Figure 1. Sizing map (run 1).
The bar under the picture is 20 um long.
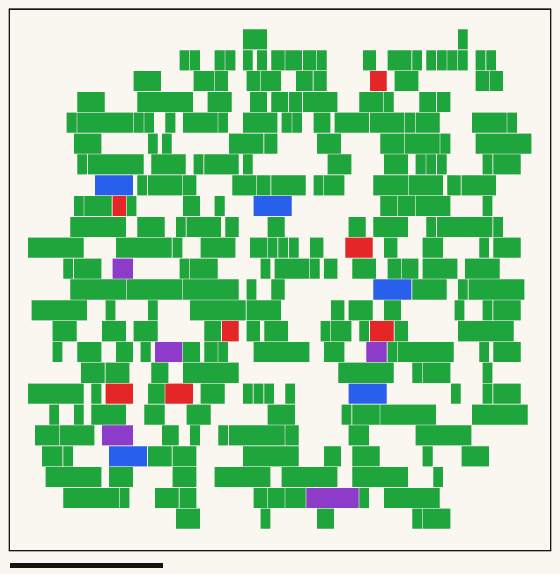
Figure 2. Gate families picked out (run 1).
The bar under the picture is 20 um long.
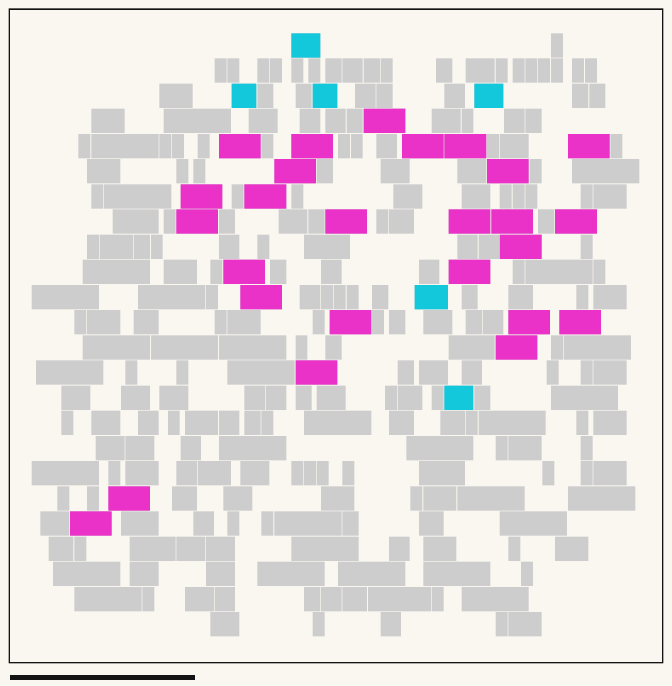
Figure 3. Sequential cells colored by netlist name (run 1).
The bar under the picture is 20 um long. Other sequential cells in the stronger gray, the rest of the logic in the fainter gray.
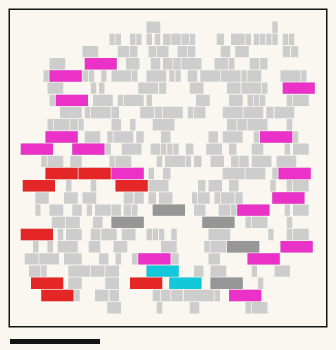
Figure 4. Track usage over the die (run 1).
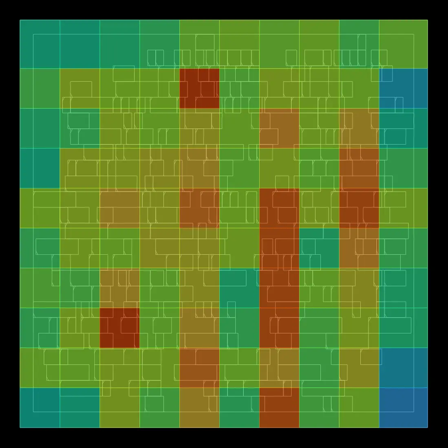
==> config.mk <==
export PLATFORM = sky130hd
export DESIGN_NAME = split_eval_seq_flat
export DESIGN_NICKNAME = d
export VERILOG_FILES = /design/src/rtl/split_eval_seq_if.sv /design/src/rtl/split_eval_seq.sv /design/src/flat_wrapper.sv
export SDC_FILE = /design/constraint.sdc
export NUM_CORES = 1
export LEC_CHECK = 0
export CORE_MARGIN = 2
export CORE_UTILIZATION = 50
export DETAILED_ROUTE_END_ITERATION = 6
export DONT_BUFFER_PORTS = 1
export GPL_ROUTABILITY_DRIVEN = 0
export SLEW_MARGIN = 20
export SYNTH_ARGS = -nofsm -noshare
export SYNTH_HDL_FRONTEND = slang
export SYNTH_SLANG_ARGS = --single-unit
export TNS_END_PERCENT = 1
==> constraint.sdc <==
create_clock -name i_clk -period 4.2 [get_ports i_clk]
set_input_delay 0.84 -clock i_clk [delete_from_list [all_inputs] [get_ports i_clk]]
set_output_delay 0.84 -clock i_clk [all_outputs]
set_load 0.005 [all_outputs]
==> ci_impl_report.md, run 1 <==
## PnR job results

| Metric | Value |
|---|---|
| Primary FF master, synth | `dfxtp_1` |
| Max reg flops | `16` |
| Placed inst area | `2220 um2` |
| Slew HR | `64.2%` |
| Seq_cells | `31` |
| Number of synthesized flops with an enable pin | `0` |
| H-Tree Level Count | `2` |
| Clk latency late pin | `0.29 ns` |
| Top cells by count | `36 x nor2_1, 32 x inv_1, 31 x dfxtp_1` |
| Tot Pwr | `695 uW` |
| M1 WL | `2.11 mm` |
| Crit share post-route | `67.5%` |
| Number of clock buffers in the layout | `5` |
| CORE AREA | `4290 um2` |
| FMAX | `353 MHz` |
| Post-Place Setup Slack | `1.02 ns` |
| Number of iterations in the first detailed-routing pass | `4` |
| Post-Synth Simple-Gate Area | `21.3%` |
| Complex Gates by Area | `10.6%` |
| Final Hold Fails | `0` |
| Fraction of registers with async set/reset | `0%` |
| RSZ-0062 raised after global routing | `false` |
| Met3 routed wirelength | `184 um` |
| Routed Antenna Nets | `0` |
| Reg2reg path depth | `9` |
| Status | `finished clean` |
| Max cap viols | `0` |
| Reg area | `621 um2` |
| Yosys cell count | `272` |
| Post-CTS sizing | `0` |
| Yosys warns | `0` |
| FP Rows | `24` |
| Max-area cell share | `28.1%` |
| Critical path peak fanout | `14` |
| NonClk Buf Share | `0%` |
| Slew @ Worst Pin | `0.533 ns` |
| Synthesis area per yosys | `2210 um2` |
| Initial Util | `51.5%` |
| Final setup viols | `0` |
| CTS tree | `yes` |
| Mapped Cells | `272` |
| Synth Cell Area | `2210 um2` |
| N_taps | `52` |
| Buffers added on ports | `0` |
| Power density cells | `301 nW/um2` |
| Yosys reg bits | `31` |
| # fillers | `441` |
| R2r setup slk | `1.97 ns` |
| Gr ovfl total | `0` |
| Inverters | `32` |
| Clock skew | `0.00452 ns` |
| Die width | `70.5 um` |
| Top class by area | `logic gates` |
| Die ar. | `4970 um2` |
| Nets | `344` |
| Vias per cell | `5.36` |
| Crit start category | `input port` |
Back to the opening pictures, Figure 1:
Purple is _3 and _4 cells, cells 5, share 1.9%, most used clkinvlp_4. Green is _0 and _1 cells, cells 251, share 94%, most used nor2_1. Red is _2 cells, cells 7, share 2.6%. Blue is _6 and larger, cells 5, share 1.9%, most used clkbuf_8.
Signal buffers: 0
final setup margin: 1.37 ns
Area Growth Syn to Fin: 4.42%
final instance area: 2310 um2

Back to the opening pictures, Figure 2:
Cyan is AND-OR and OR-AND gates, cells 6. Magenta is adder and majority cells, cells 26, most used ha_1.
combinational share of cell area: 61.2%
dominant logic cell type in the layout: nor2_1

Back to the opening pictures, Figure 3:
Cyan is `u_core.r_state`, placed flops 2. Magenta is `u_core.r_bound`, placed flops 16. Red is `u_core.r_cnt`, placed flops 8.
Another 5 sequential cells are not colored.
power of the sequential group: 315 uW
fraction of area in registers: 26.9%

Back to the opening pictures, Figure 4:
met2 Use GR: 31.9%
met3 Use GR: 4.91%

[run 1: routing by layer]
| metal | vias to the layer above | track usage [%] |
|---|---|---|
| li1 | 913 | - |
| met1 | 767 | 25.5 |
| met2 | 28 | 31.9 |
| met3 | 8 | 4.91 |
| met4 | 0 | 7.05 |
| met5 | - | 0 |
[run 1: power by group]
group          switching (mW)  internal [mW]  total, mW
Combinational          0.0707         0.0704      0.141
Sequential            0.00853          0.306      0.315
Clock                   0.124          0.115      0.239
Total                   0.203          0.492      0.695
[run 1: critical path: stages]
cell and delay (ns):
and3_1 0.15, o21ai_0 0.22, inv_1 0.07, ha_1 0.30, nand4_1 0.18, nor4_1 0.42
a21bo_2 0.27, o2111ai_1 0.09, a41oi_1 0.17, o2111ai_1 0.21, a21oi_1 0.08
Figure 5. Cell classes on the final placement (run 1).
The bar under the picture is 20 um long.
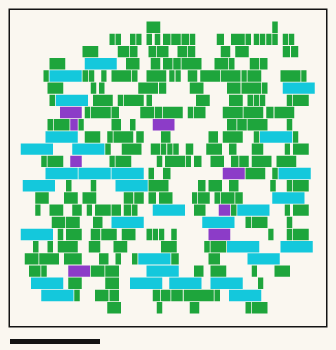

==> inputs of run 2 (changes only) <==
- PLACE_DENSITY: not set -> 0.68
- clock period: 4.2 -> 2.5 ns (I/O delays scaled with it)
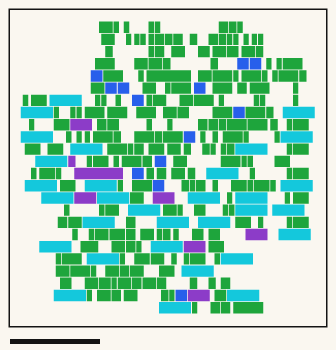
Figure 6: run 2, cell classes on the final placement.
The bar under the picture is 20 um long.
Purple is clock drivers and dummy loads, cells 8, share of their area 4.9%. Blue is other buffers and delay cells, cells 13, share of their area 4.1%. Green is combinational and other logic, cells 229, share of their area 65%. Cyan is flops, cells 31, share of their area 26%.
fraction of area in registers: 25.1%
CORE AREA: 4290 um2
final instance area: 2470 um2
FP Rows: 24
final core utilization: 57.5%

==> run 2 against run 1 <==
  * Critical path depth unchanged
  * Global-route usage decreased by 0.62 points
  * Synthesized cell count stayed put
  * Sequential power rose by 68%
  * Core utilization increased by 3.8 points
  * Sequential share of layout area decreased by 1.8 points
  * Power grew 88%
  * Critical endpoint unchanged
  * Largest cell class unchanged
  * Highest routed layer unchanged
==> ci_impl_report.md, run 2 <==
## PnR job results

| Metric | Value |
|---|---|
| Critical Path Stages | `11` |
| Sequential share of power | `40.5%` |
| Cell Int Power | `977 uW` |
| Synth Seq Share | `28.1%` |
| Post-CTS sizing | `0` |
| Slew HR | `64.7%` |
| H-Tree Level Count | `2` |
| Initial Util | `51.5%` |
| Vias in the first global route | `1,787` |
| Critical-path top delay cell | `nor4_2` |
| Initial antenna violation count | `0` |
| Post-Synth Simple-Gate Area | `21.3%` |
| CTS tree | `yes` |
| Number of synthesized flops with an enable pin | `0` |
| Max reg flops | `16` |
| Clock power frac | `39.0%` |
| Routed Antenna Nets | `0` |
| Tot Pwr | `1.31 mW` |
| Mapped Cells | `272` |
| Buffers added on ports | `0` |
| Most common cell on crit path | `o2111ai_1` |
| Vias | `1,781` |
| Sw power | `329 uW` |
| Reg2reg path depth | `9` |
| Detailed Place HPWL | `3.71 mm` |
| Sw frac | `25.2%` |
| WP buf/inv | `1` |
| Slew @ Worst Pin | `0.525 ns` |
| Number of iterations in the first detailed-routing pass | `4` |
| Synthesis area per yosys | `2210 um2` |
| Slew Viols, Final | `0` |
| Gr ovfl total | `0` |
| Top cells by count | `36 x nor2_1, 32 x inv_1, 31 x dfxtp_1` |
| Top Consumer | `sequential cells` |
| FMAX | `424 MHz` |
| Final setup viols | `0` |
| Fraction of registers with async set/reset | `0%` |
| Nets | `357` |
| Complex Gates by Area | `10.6%` |
| Worst setup path category | `in2reg` |
| Max-area cell share | `28.1%` |
| Critical path peak fanout | `14` |
| Power in the clock group | `509 uW` |
| Crit path max-delay family | `AND-OR/OR-AND gates` |
| Yosys warns | `0` |
| Crit start category | `input port` |
| P_comb | `268 uW` |
| Final Hold Fails | `0` |
| Die ar. | `4970 um2` |
| Unique cell types | `38` |
| Clk latency late pin | `0.28 ns` |
| Die width | `70.5 um` |
| Power of the sequential group | `529 uW` |
| Crit path cell chain | `and3_1 > o21ai_1 > inv_1 > ha_1 > nand4_1 > nor4_2 > a21bo_2 > o2111ai_1 > a41oi_1 > o2111ai_1 > a21oi_1` |
| R2r setup slk | `0.34 ns` |
| Worst path max stage delay | `0.38 ns` |
| Dominant logic cell type in the layout | `nor2_1` |
| Combinational Power Share | `20.5%` |
| Yosys cell count | `272` |
| Status | `finished clean` |
| Clock skew | `0.00782 ns` |
| Vias per cell | `5.35` |
| Max cap viols | `0` |
| Power density cells | `529 nW/um2` |
| Area Growth Syn to Fin | `11.7%` |
| Yosys reg bits | `31` |
| Final setup margin | `0.143 ns` |
| Placed cells | `325` |
| Synth Cell Area | `2210 um2` |
| Primary FF master, synth | `dfxtp_1` |
| Placed inst area | `2340 um2` |
-- run 2: cell count changes in the layout (fill, tap and decap cells not counted), sizes merged --
cell	before	now
buf	0	13
bufinv	0	1
clkbuf	5	6
clkinvlp	2	0
-- run 2: routing by layer --
layer / track usage [%] / up-vias / part of all wire (%)
met5: 0 / - / 0
met4: 4.49 / 0 / 0.77
met3: 5.05 / 5 / 4.4
met2: 31.2 / 32 / 48
met1: 25.2 / 812 / 47
li1: - / 932 / -
-- run 2: area by class of cell --
type	instances	area (um2)
Clock buffer	6	82.6
Clock inverter	2	35.0
Fill cell	400	1830
Inverter	32	120
Multi-Input combinational cell	197	1450
Sequential cell	31	621
Tap cell	52	65.1
Timing Repair Buffer	13	97.6
Power is estimated from default activity; no workload was simulated.
